### Where the registers sit

Bar = 20 microns. Other sequential cells in the stronger gray, the rest of the logic in the fainter gray.
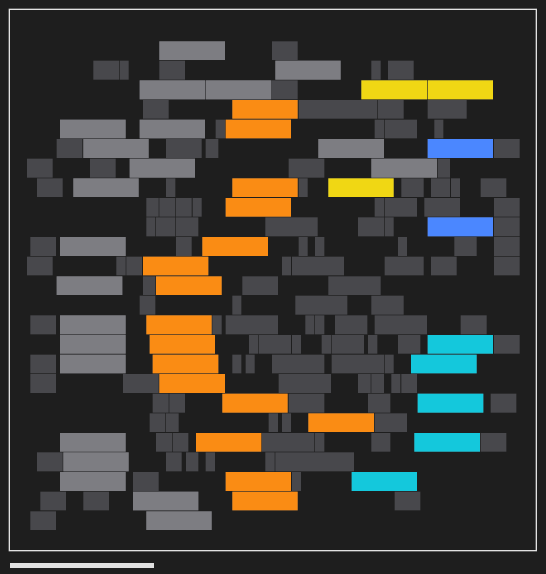
### Logic cells by family

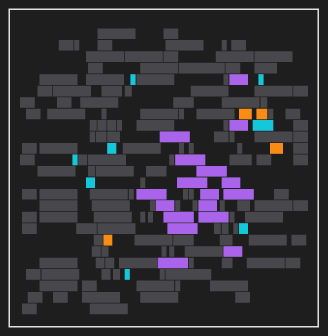
## src/rtl/tdc_therm_decoder.sv

```systemverilog
// tdc_therm_decoder: carry-chain snapshot to fine-time code, bubble flag and RAM write sequencing (optional majority filter: TDC_DEC_BUBBLE_FIX_EN)
module tdc_therm_decoder #(
  parameter int N = 16,
  parameter int N_WORDS = 8,
  parameter int INVERT = 0,
  localparam int CW = $clog2(N + 1),
  localparam int AW = (N_WORDS > 1) ? $clog2(N_WORDS) : 1
) (
  input  logic          clock,
  input  logic          reset,
  input  logic          in_valid,
  input  logic [N-1:0]  therm,
  input  logic          start,
  output logic          out_valid,
  output logic [CW-1:0] code,
  output logic          bubble,
  output logic          write,
  output logic [AW-1:0] addr,
  output logic          done
);
  typedef enum logic [1:0] {IDLE, CAPTURE, DONE} state_t;
  state_t state, state_n;
  logic [AW-1:0] addr_n;
  logic [N-1:0] s1_data, s2_corr, corr, inc;
  logic s1_valid, s2_valid, s2_bubble;
  logic [CW-1:0] pc;
`ifdef TDC_DEC_BUBBLE_FIX_EN
  logic [N+1:0] ext;
  assign ext = {1'b0, s1_data, 1'b1};
  for (genvar i = 0; i < N; i++) begin : g_maj
    assign corr[i] = (ext[i] & ext[i+1]) | (ext[i] & ext[i+2]) | (ext[i+1] & ext[i+2]);
  end
`else
  assign corr = s1_data;
`endif
  assign inc = s1_data + N'(1);
  // Three-stage decode pipeline: capture, correct/classify, count
  always_ff @(posedge clock or posedge reset)
    if (reset) begin
      s1_data   <= '0;
      s1_valid  <= 1'b0;
      s2_corr   <= '0;
      s2_bubble <= 1'b0;
      s2_valid  <= 1'b0;
      code      <= '0;
      bubble    <= 1'b0;
      out_valid <= 1'b0;
    end else begin
      s1_data   <= therm ^ {N{INVERT != 0}};
      s1_valid  <= in_valid;
      s2_corr   <= corr;
      s2_bubble <= (s1_data & inc) != '0;
      s2_valid  <= s1_valid;
      code      <= pc;
      bubble    <= s2_bubble;
      out_valid <= s2_valid;
    end
  // Population count of the corrected vector
  always_comb begin
    pc = '0;
    for (int i = 0; i < N; i++) pc = pc + CW'(s2_corr[i]);
  end
  // Run state and RAM address registers
  always_ff @(posedge clock or posedge reset)
    if (reset) begin
      state <= IDLE;
      addr  <= '0;
    end else begin
      state <= state_n;
      addr  <= addr_n;
    end
  // Run sequencing: start arms, each valid code writes one word, last word ends the run
  always_comb begin
    state_n = state;
    addr_n  = addr;
    unique case (state)
      IDLE, DONE:
        if (start) begin
          state_n = CAPTURE;
          addr_n  = '0;
        end
      CAPTURE:
        if (out_valid) begin
          if (addr == AW'(N_WORDS - 1)) state_n = DONE;
          else addr_n = addr + AW'(1);
        end
      default: state_n = IDLE;
    endcase
    write = out_valid && state == CAPTURE;
    done  = state == DONE;
  end
endmodule

```

## config.mk

```make
export PLATFORM = sky130hd
export DESIGN_NAME = tdc_therm_decoder
export DESIGN_NICKNAME = d
export VERILOG_FILES = /design/src/rtl/tdc_therm_decoder.sv
export SDC_FILE = /design/constraint.sdc
export NUM_CORES = 1
export LEC_CHECK = 0
export CAP_MARGIN = 20
export CORE_AREA = 2 2 71 73
export CTS_CLUSTER_DIAMETER = 200
export DETAILED_ROUTE_END_ITERATION = 6
export DIE_AREA = 0 0 73 75
export GPL_ROUTABILITY_DRIVEN = 0
export HOLD_SLACK_MARGIN = 0.03
export PLACE_DENSITY_LB_ADDON = 0.08
export RECOVER_POWER = 25
export SLEW_MARGIN = 20
export SYNTH_ARGS = -nofsm -noshare
export SYNTH_HDL_FRONTEND = slang
export SYNTH_SLANG_ARGS = --single-unit
```

## constraint.sdc

```tcl
create_clock -name clock -period 4.6 [get_ports clock]
set_input_delay 0.92 -clock clock [delete_from_list [all_inputs] [get_ports clock]]
set_output_delay 0.92 -clock clock [all_outputs]
set_load 0.01 [all_outputs]
```

==> summary.rpt <==
IMPLEMENTATION SUMMARY REPORT
----------------------------------------------------
[Status]
  Outcome ........................ finished, final reports clean

[Final timing]
  Cycle use final ........................ 72.4%

[Route]
  Sum of routed wire segments on met1 ........................ 1.08 mm
  Total vias in the final route ........................ 1013
  Via density ........................ 4.50

[Layout]
  Share of layout cells above drive strength 1 ........................ 8.77%
  Logic share of the area ........................ 24.3%

[Logic synthesis]
  Count of state elements after synthesis ........................ 47
  Yosys stat area ........................ 1850 sq um
  Share of the yosys chip area belonging to registers ........................ 63.7%
  Compound-gate portion of the synthesized area ........................ 4.67%
  Gate count of the mapped netlist ........................ 132
  Post-synthesis adder-cell area fraction ........................ 15.6%

[Setup path]
  R2R Path Start ........................ s2_corr[11]
  Kind of end point of the critical path ........................ flop
  Type of the worst setup path ........................ flop to flop
  Critical-path cell with the highest stage delay ........................ fa_1

[Clocking]
  Clock tree from TritonCTS ........................ built
  Insertion delay to the later sink of the worst-skew pair ........................ 290 ps

[Power]
  Clock-net power ........................ 0.344 mW
  Clk pwr share ........................ 29.8%
  Worst supply voltage drop on vdd ........................ 0.188 mV

[Place]
  DP Area ........................ 2220 sq um
  Count of buffers from port buffering ........................ 31

----------------------------------------------------
## Picture notes: 'Where the registers sit'
- orange: s2_corr (flops 16)
- cyan: code (flops 5; where lower right)
- yellow: addr (flops 3)
- blue: state (flops 2)
- not colored: 21

## Picture notes: 'Logic cells by family'
- orange: and/or cells (cells 4)
- cyan: nor cells (cells 8)
- purple: fa/ha/maj cells (cells 17)

layout by cell type (no fill, tap or decap), types with 2 or more instances in the layout:
| cell type | netlist | final |
|---|---|---|
| ha_1 | 7 | 7 |
| nand3_1 | 3 | 3 |
| fa_1 | 10 | 10 |
| nand2b_1 | 3 | 3 |
| a21oi_1 | 4 | 4 |
| clkbuf_8 | 0 | 5 |
| mux2i_1 | 2 | 2 |
| inv_1 | 26 | 25 |
| nor2_1 | 4 | 4 |
| dfrtp_1 | 47 | 47 |
| nand4_1 | 3 | 3 |
| bufinv_16 | 0 | 2 |
| nand2_1 | 4 | 4 |
| dlygate4sd3_1 | 0 | 7 |
| nor4_1 | 2 | 2 |
| clkdlybuf4s50_1 | 0 | 24 |
Power is estimated from default activity; no workload was simulated.
